run_1/placement.png
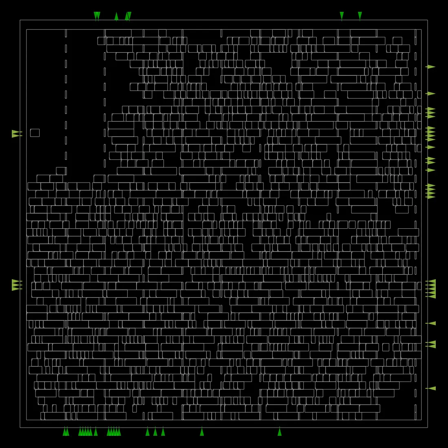
run_1/io_fan.png
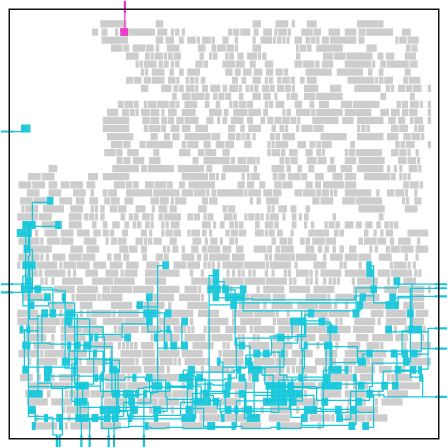
run_1/io_placement.png
Pins as bars across the die edge, other pins in grey.
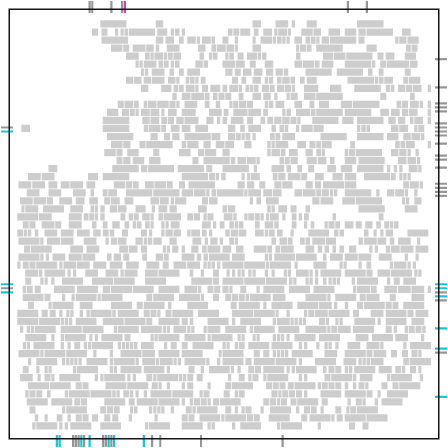
run_1/wires.png
Bar = 50 um.
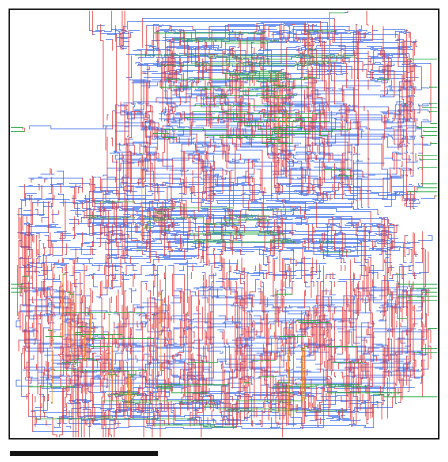
[config.mk]
export PLATFORM = sky130hd
export DESIGN_NAME = fixed_point_dot_product_flat
export DESIGN_NICKNAME = d
export VERILOG_FILES = /design/src/rtl/fixed_point_dot_product_pkg.sv /design/src/rtl/fixed_point_dot_product_if.sv /design/src/rtl/fixed_point_multiply.sv /design/src/rtl/fixed_point_dot_product.sv /design/src/flat_wrapper.sv
export SDC_FILE = /design/constraint.sdc
export NUM_CORES = 1
export LEC_CHECK = 0
export CAP_MARGIN = 20
export CORE_MARGIN = 2
export CORE_UTILIZATION = 60
export CTS_BUF_LIST = sky130_fd_sc_hd__clkbuf_2 sky130_fd_sc_hd__clkbuf_4 sky130_fd_sc_hd__clkbuf_8
export DETAILED_ROUTE_END_ITERATION = 16
export DONT_BUFFER_PORTS = 1
export PLACE_DENSITY_LB_ADDON = 0.25
export SETUP_SLACK_MARGIN = 0.4
export SYNTH_ARGS = -nofsm -noshare
export SYNTH_HDL_FRONTEND = slang
export SYNTH_HIERARCHICAL = 1
export SYNTH_SLANG_ARGS = --single-unit
[constraint.sdc]
create_clock -name clk -period 13.35 [get_ports clk]
set_input_delay 3.3375 -clock clk [delete_from_list [all_inputs] [get_ports clk]]
set_output_delay 3.3375 -clock clk [all_outputs]
set_load 0.02 [all_outputs]
[src/rtl/fixed_point_dot_product_pkg.sv]
// Shared types and default sizing for the sign-magnitude dot-product engine.
package fixed_point_dot_product_pkg;

  localparam int DEF_BITSIZE = 16;
  localparam int DEF_FRAC    = 11;
  localparam int DEF_GUARD   = 8;

  typedef enum logic [1:0] {
    ACCUM  = 2'd0,
    FLUSH  = 2'd1,
    RESULT = 2'd2
  } state_e;

endpackage

[src/rtl/fixed_point_dot_product_if.sv]
// Term input stream and result output stream of the dot-product engine.
interface fixed_point_dot_product_if
  import fixed_point_dot_product_pkg::*;
#(
  parameter int BITSIZE = DEF_BITSIZE
) ();

  logic               in_valid;
  logic               in_ready;
  logic [BITSIZE-1:0] in_a;
  logic [BITSIZE-1:0] in_b;
  logic               in_last;
  logic               out_valid;
  logic               out_ready;
  logic [BITSIZE-1:0] out_data;
  logic               out_sat;

  modport master (
    output in_valid, in_a, in_b, in_last, out_ready,
    input  in_ready, out_valid, out_data, out_sat
  );

  modport slave (
    input  in_valid, in_a, in_b, in_last, out_ready,
    output in_ready, out_valid, out_data, out_sat
  );

endinterface

[src/rtl/fixed_point_multiply.sv]
// Combinational sign-magnitude fixed-point multiply; the product is truncated
// to FRAC fraction bits and its magnitude saturated to the word range.
module fixed_point_multiply
  import fixed_point_dot_product_pkg::*;
#(
  parameter int BITSIZE = DEF_BITSIZE,
  parameter int FRAC    = DEF_FRAC
) (
  input  logic [BITSIZE-1:0] a_i,
  input  logic [BITSIZE-1:0] b_i,
  output logic [BITSIZE-1:0] p_o
);

  localparam int MW = BITSIZE - 1;
  localparam int PW = 2 * MW;

  logic [PW-1:0] full;
  logic [PW-1:0] shifted;
  logic          ovf;
  logic [MW-1:0] mag;

  always_comb begin
    full    = PW'(a_i[MW-1:0]) * PW'(b_i[MW-1:0]);
    shifted = full >> FRAC;
    ovf     = |shifted[PW-1:MW];
    mag     = ovf ? {MW{1'b1}} : shifted[MW-1:0];
  end

  assign p_o = {a_i[BITSIZE-1] ^ b_i[BITSIZE-1], mag};

endmodule

[src/rtl/fixed_point_dot_product.sv]
// Streaming sign-magnitude dot product: registered product stage feeding a
// saturating two's-complement accumulator, result held until consumed.
module fixed_point_dot_product
  import fixed_point_dot_product_pkg::*;
#(
  parameter int BITSIZE = DEF_BITSIZE,
  parameter int FRAC    = DEF_FRAC,
  parameter int GUARD   = DEF_GUARD
) (
  input  logic                      clk,
  input  logic                      rst_n,
  fixed_point_dot_product_if.slave  bus
);

  localparam int ACC_W = BITSIZE + GUARD;
  localparam int MW    = BITSIZE - 1;
  localparam logic signed [ACC_W:0] LIM_HI = {2'b00, {(ACC_W-1){1'b1}}};
  localparam logic signed [ACC_W:0] LIM_LO = -LIM_HI;

  state_e state_q, state_d;

  logic [BITSIZE-1:0]      mul_p;
  logic [BITSIZE-1:0]      prod_q;
  logic                    prod_valid_q;
  logic signed [ACC_W-1:0] acc_q, acc_d;
  logic                    acc_sat_q, acc_sat_d;

  logic                    accept;
  logic                    handshake;
  logic signed [ACC_W-1:0] prod_ext;
  logic signed [ACC_W-1:0] prod_tc;
  logic signed [ACC_W:0]   sum_wide;
  logic [ACC_W-1:0]        acc_abs;
  logic                    clip;

  assign bus.in_ready  = (state_q == ACCUM);
  assign bus.out_valid = (state_q == RESULT);
  assign accept        = bus.in_valid && bus.in_ready;
  assign handshake     = bus.out_valid && bus.out_ready;

  fixed_point_multiply #(
    .BITSIZE (BITSIZE),
    .FRAC    (FRAC)
  ) u_mul (
    .a_i (bus.in_a),
    .b_i (bus.in_b),
    .p_o (mul_p)
  );

  // NOTE: every always_comb output gets a default first so no path leaves it
  // unassigned; otherwise synthesis infers a latch.
  always_comb begin
    state_d = state_q;
    unique case (state_q)
      ACCUM:   if (accept && bus.in_last) state_d = FLUSH;
      FLUSH:   state_d = RESULT;
      RESULT:  if (bus.out_ready) state_d = ACCUM;
      default: state_d = ACCUM;
    endcase
  end

  // Magnitude zero maps to zero whatever its sign bit, so 0x8000 adds nothing.
  always_comb begin
    prod_ext  = {{(ACC_W-MW){1'b0}}, prod_q[MW-1:0]};
    prod_tc   = prod_q[BITSIZE-1] ? -prod_ext : prod_ext;
    sum_wide  = {acc_q[ACC_W-1], acc_q} + {prod_tc[ACC_W-1], prod_tc};
    acc_d     = acc_q;
    acc_sat_d = acc_sat_q;
    if (prod_valid_q) begin
      if (sum_wide > LIM_HI) begin
        acc_d     = LIM_HI[ACC_W-1:0];
        acc_sat_d = 1'b1;
      end else if (sum_wide < LIM_LO) begin
        acc_d     = LIM_LO[ACC_W-1:0];
        acc_sat_d = 1'b1;
      end else begin
        acc_d     = sum_wide[ACC_W-1:0];
      end
    end
    if (handshake) begin
      acc_d     = '0;
      acc_sat_d = 1'b0;
    end
  end

  // The accumulator never holds -2^(ACC_W-1), so its negation always fits.
  always_comb begin
    acc_abs = acc_q[ACC_W-1] ? ACC_W'(-acc_q) : ACC_W'(acc_q);
    clip    = |acc_abs[ACC_W-1:MW];
  end

  assign bus.out_data = {acc_q[ACC_W-1], clip ? {MW{1'b1}} : acc_abs[MW-1:0]};
  assign bus.out_sat  = clip | acc_sat_q;

  // NOTE: sequential state uses non-blocking assignments so every register
  // samples pre-edge values regardless of statement order.
  always_ff @(posedge clk or negedge rst_n) begin
    if (!rst_n) begin
      state_q      <= ACCUM;
      prod_q       <= '0;
      prod_valid_q <= 1'b0;
      acc_q        <= '0;
      acc_sat_q    <= 1'b0;
    end else begin
      state_q      <= state_d;
      prod_valid_q <= accept;
      if (accept) prod_q <= mul_p;
      acc_q        <= acc_d;
      acc_sat_q    <= acc_sat_d;
    end
  end

endmodule
[src/flat_wrapper.sv]
// flat-port wrapper written by rule: the top's interface ports become plain ports
module fixed_point_dot_product_flat import fixed_point_dot_product_pkg::*;
#(
  parameter int BITSIZE = DEF_BITSIZE,
  parameter int FRAC    = DEF_FRAC,
  parameter int GUARD   = DEF_GUARD
)
  (clk, rst_n, bus_in_valid, bus_in_a, bus_in_b, bus_in_last, bus_out_ready, bus_in_ready, bus_out_valid, bus_out_data, bus_out_sat);
  fixed_point_dot_product_if #(.BITSIZE(BITSIZE)) bus_i ();
  input  logic clk;
  input  logic rst_n;
  input wire logic [$bits(bus_i.in_valid)-1:0] bus_in_valid;
  input wire logic [$bits(bus_i.in_a)-1:0] bus_in_a;
  input wire logic [$bits(bus_i.in_b)-1:0] bus_in_b;
  input wire logic [$bits(bus_i.in_last)-1:0] bus_in_last;
  input wire logic [$bits(bus_i.out_ready)-1:0] bus_out_ready;
  output wire logic [$bits(bus_i.in_ready)-1:0] bus_in_ready;
  output wire logic [$bits(bus_i.out_valid)-1:0] bus_out_valid;
  output wire logic [$bits(bus_i.out_data)-1:0] bus_out_data;
  output wire logic [$bits(bus_i.out_sat)-1:0] bus_out_sat;
  assign bus_i.in_valid = bus_in_valid;
  assign bus_i.in_a = bus_in_a;
  assign bus_i.in_b = bus_in_b;
  assign bus_i.in_last = bus_in_last;
  assign bus_i.out_ready = bus_out_ready;
  assign bus_in_ready = bus_i.in_ready;
  assign bus_out_valid = bus_i.out_valid;
  assign bus_out_data = bus_i.out_data;
  assign bus_out_sat = bus_i.out_sat;
  fixed_point_dot_product #(.BITSIZE(BITSIZE), .FRAC(FRAC), .GUARD(GUARD)) u_core (.clk(clk), .rst_n(rst_n), .bus(bus_i));
endmodule
==> reports/summary.txt, run 1 <==
top routing layer in use: met4
Post-Syn Area: 11900 um^2
Hold Crit Class: flip-flop to flip-flop
peak per-stage delay on the critical path: 0.63 ns
TNS Setup: 0 ns
post-route cell area: 12100 um^2
WS Path Type: primary input to flip-flop
number of OpenROAD warnings: 26
CTS tree: built
DRT antenna net count: 0
Clock Skew: 0.00820 ns
global routing usage on met3: 3.95%
Residual DRC: 0
area share, top type: 28.1%
placed cell area: 12000 um^2
met1 wire length: 13.3 mm
Non-clock buffering overhead: 0.187%
ao+oa area frac: 14.8%
first-pass GRT wire length: 48.4 mm
CORE AREA: 19500 um^2
Post-synth ARST share: 100%
mi-comb count: 1087
Multi-input gate area: 9750 um^2
Worst-path clk slew: 0.09 ns
yosys cell count: 1400
maximum fanout along the worst path: 15
Seq. cell area: 1100 um^2
via/cell ratio: 6.00
CP Buf/Inv Count: 4
worst setup margin: 4.05 ns
floorplan net count: 1721
GP Congestion: 0.969
Clock Latency Late Sink: 0.30 ns
met2 routed WL: 13.1 mm
Area Overhead vs Synth: 1.50%
Critical Path, Cell by Cell: and2_1 -> fa_1 -> inv_1 -> fa_1 -> inv_1 -> fa_1 -> fa_1 -> fa_1 -> inv_1 -> fa_1 -> inv_1 -> ha_1 -> a21oi_2 -> o21ai_1 -> a211oi_4 -> nor2_2 -> or4_4 -> a32oi_2 -> nand4_1 -> mux2_2
post-CTS setup repair buffer count: 0
drt total wl: 28.9 mm
grt total ovfl: 0
inverter count: 207
Critical Path AT: 9.49 ns
outcome: finished clean
number of non-clock buffers: 3
Critical Path Start Type: primary input
CTS max path bufs: 2
cell type with the largest total area: fa_1
dominant logic cell type in the layout: inv_1
number of global-route vias before repair: 9783
DR WL/cell: 17.9 um
clock buffers: 5
most frequent cell after synthesis: inv_1
Root Buffer: clkbuf_8
Global Route met1 Usage: 43.2%
Gate Count Post-Synth: 1400
endpoint class of the critical path: flip-flop
global-route usage over all layers: 29.1%
Crit path max-delay family: adder cells
TritonCTS Buffers: 5
post-cts resize count: 0
FP Util: 61.1%
CP most frequent cell: fa_1
Simple-Gate Fraction of Synth Area: 20.6%
Max Fclk: 108 MHz
Antenna Cells: 0
Commonest cells post-synth: 207 x inv_1, 168 x nand2_1, 167 x fa_1
largest class: combinational gates
# H-tree levels: 2
hpwl dp: 23.5 mm
DRT Pass-1 Iters: 6
busiest layer in global routing: met2
post-synthesis register bit count: 44
YS chip area: 11900 um^2
met2 GRT Util: 46.5%
Clock buf/inv share: 0.746%
Synth Area per Inst: 8.50 um^2
Layout Nets: 1669
Tcrit/Tclk final: 69.6%
dominant register cell: dfrtp_1
post-synthesis cell type count: 76
Synth Seq Share: 9.26%
Min Hold Slack: 0.500 ns
Final setup viols: 0
Notes on placement.png above:
Final Non-Filler Cells: 1614
Site Rows: 51
Seq/total area: 9.12%
n_taps: 265

Notes on io_fan.png above:
- magenta: bus_out_ready (direction input; end cells 2; buffers 0; wire 10.4 um)
- cyan: bus_in_b (direction input; end cells 226; buffers 0; wire 3060 um)
IO Port Bufs: 0
IO Count: 56

Notes on io_placement.png above:
- magenta: bus_out_ready (pins 1; direction input; edge north)
- cyan: bus_in_b (pins 16; direction input; edge 7 south, 6 east, 3 west)
die width: 145 um
Die Ht: 145 um

Notes on wires.png above:
- orange: metal 4 (wire length 497 um)
- blue: metal 1 (wire length 13300 um)
- green: metal 3 (wire length 2010 um)
- red: metal 2 (wire length 13100 um)

-- run 1: path summary, 6_finish.rpt --
| path | start | endpoint | slack [ns] | depth (start not counted) |
|---|---|---|---|---|
| max | bus_in_b[5] | u_core/prod_q[10] | 4.05 | 20 |
| min | u_core/acc_sat_q | u_core/acc_sat_q | 0.50 | 2 |
| max reg2reg | u_core/prod_q[5] | u_core/acc_q[2] | 7.38 | 15 |
| min reg2reg | u_core/acc_sat_q | u_core/acc_sat_q | 0.50 | 2 |
| max in group asynchronous | rst_n | u_core/state_q[0] | 10.53 | 0 |
| min in group asynchronous | rst_n | u_core/acc_q[23] | 2.72 | 0 |
-- run 1: registers in the layout, summed over array words and instances (netlist names) --
name	count
u_core/acc_q	24
u_core/prod_q	16
u_core/state_q	2
u_core/acc_sat_q	1
u_core/prod_valid_q	1
## Run 2: what changed since run 1
==> constraint.sdc (replaced) <==
create_clock -name clk -period 8.8 [get_ports clk]
set_input_delay 2.2 -clock clk [delete_from_list [all_inputs] [get_ports clk]]
set_output_delay 2.2 -clock clk [all_outputs]
set_load 0.02 [all_outputs]
run_2/placement.png
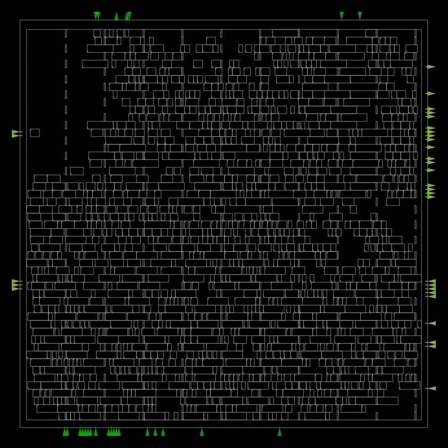
Seq/total area: 9.09%
Filler cells: 1749
Final Util: 62.3%

==> reports/summary.txt, run 2 <==
Final Max Tran Viols: 0
# H-tree levels: 2
DR WL/cell: 18.1 um
placed cell count: 1607
Final setup viols: 0
max FFs per register: 24
TNS Setup: 0 ns
Clock Skew: 0.00657 ns
Min Hold Slack: 0.522 ns
peak per-stage delay on the critical path: 0.54 ns
post-synthesis cell type count: 76
Gate Count Post-Synth: 1400
Levels on crit path: 21
Worst-path clk slew: 0.09 ns
top routing layer in use: met4
Layout Nets: 1671
Crit path max-delay family: adder cells
maximum fanout along the worst path: 15
TritonCTS Buffers: 5
post-route cell area: 12100 um^2
register-to-register setup slack: 2.81 ns
Hold Crit Class: flip-flop to flip-flop
via/cell ratio: 6.04
Critical Path, Cell by Cell: and2_1 -> fa_1 -> inv_1 -> fa_1 -> inv_1 -> fa_1 -> fa_1 -> fa_1 -> inv_1 -> fa_1 -> inv_1 -> ha_1 -> a21oi_2 -> o21ai_1 -> a211oi_4 -> nor2_2 -> or4_4 -> a32oi_2 -> buf_4 -> nand4_1 -> mux2_2
Reg2Reg Depth: 16
Post-Syn Area: 11900 um^2
Simple-Gate Fraction of Synth Area: 20.6%
ao+oa area frac: 14.8%
dominant logic cell type in the layout: inv_1
IO Count: 56
Root Buffer: clkbuf_8
CTS tree: built
CP most frequent cell: fa_1
area share, top type: 28.1%
Area Overhead vs Synth: 1.85%
Tcrit/Tclk final: 89.7%
DRT antenna net count: 0
r2r endpoint: u_core/acc_q[5]
cell type with the largest total area: fa_1
IO Port Bufs: 0
number of global-route vias before repair: 9849
Largest regs: u_core/acc_q x24, u_core/prod_q x16, u_core/state_q x2
CP Buf/Inv Count: 5
Post-synth ARST share: 100%
outcome: finished clean
CTS max path bufs: 2
post-synthesis register bit count: 44
Clock Latency Late Sink: 0.31 ns
Critical Path Start Type: primary input
met2 routed WL: 13.2 mm
number of OpenROAD warnings: 26
DRT Pass-1 Iters: 6
first-pass GRT wire length: 49.2 mm
WS Path Type: primary input to flip-flop
worst setup margin: 0.909 ns
post-cts resize count: 0
hold path start: u_core/acc_sat_q
grt total ovfl: 0
drt total wl: 29.2 mm
die width: 145 um
CORE AREA: 19500 um^2
crit path to: u_core/prod_q[2]
Critical path origin: bus_in_b[5]
met1 wire length: 13.3 mm
yosys cell count: 1400
floorplan net count: 1721
placed cell area: 12000 um^2
Site Rows: 51
largest register by flop count: u_core/acc_q
GP Congestion: 0.999
FP Util: 61.1%
post-CTS setup repair buffer count: 0
Residual DRC: 0
WHS Endpoint: u_core/acc_sat_q
endpoint class of the critical path: flip-flop
Commonest cells post-synth: 207 x inv_1, 168 x nand2_1, 167 x fa_1
Final Non-Filler Cells: 1616
reg-to-reg startpoint: u_core/prod_q[5]
Max Fclk: 127 MHz
dominant register cell: dfrtp_1
Synth Seq Share: 9.26%
Critical Path AT: 8.09 ns
Ys Warns: 6
xor/xnor share: 4.42%
global-route usage over all layers: 29.7%
most frequent cell after synthesis: inv_1
Detailed Route Iter0 Violations: 700
Die Ht: 145 um
WHS Path Cells: 2
hpwl dp: 23.7 mm
YS chip area: 11900 um^2
Synth Area per Inst: 8.50 um^2
run_2/io_placement.png
Pins as bars across the die edge, other pins in grey.
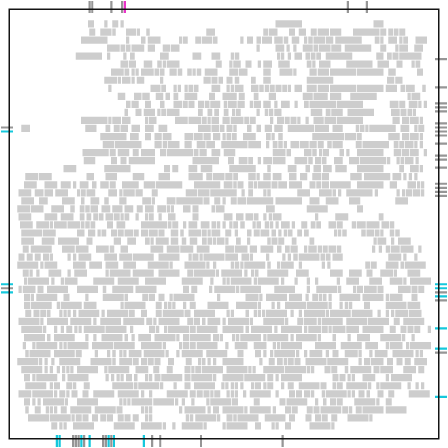
- cyan: bus_in_b (pins 16; direction input; edge 7 south, 6 east, 3 west)
- magenta: bus_out_ready (pins 1; direction input; edge north)

-- run 2: cell families (layout without fill, tap and decap cells) --
logic type / count (synthesis) / after routing
adders and majority gates: 284 / 284
muxes: 18 / 18
xor gates and xnor gates: 60 / 60
DFF: 44 / 44
buffers and inverters: 269 / 220
AOI/OAI and AO/OA: 254 / 254
and+or+nand+nor: 471 / 471
-- run 2: area by class of cell --
class	count	area [um^2]
fillers	1749	7350
flip-flops and latches	44	1100
clock buffers	5	68.8
clock inverters	3	47.5
repair buffers	5	37.5
well taps	265	332
multi-input cells	1087	9750
inverters	207	777
-- run 2: per-layer routing --
| metal | global-route usage (%) | up-vias |
|---|---|---|
| met5 | 0 | - |
| met4 | 4.85 | 0 |
| met3 | 4.90 | 35 |
| met2 | 46.6 | 336 |
| met1 | 44.1 | 4850 |
| li1 | - | 4544 |
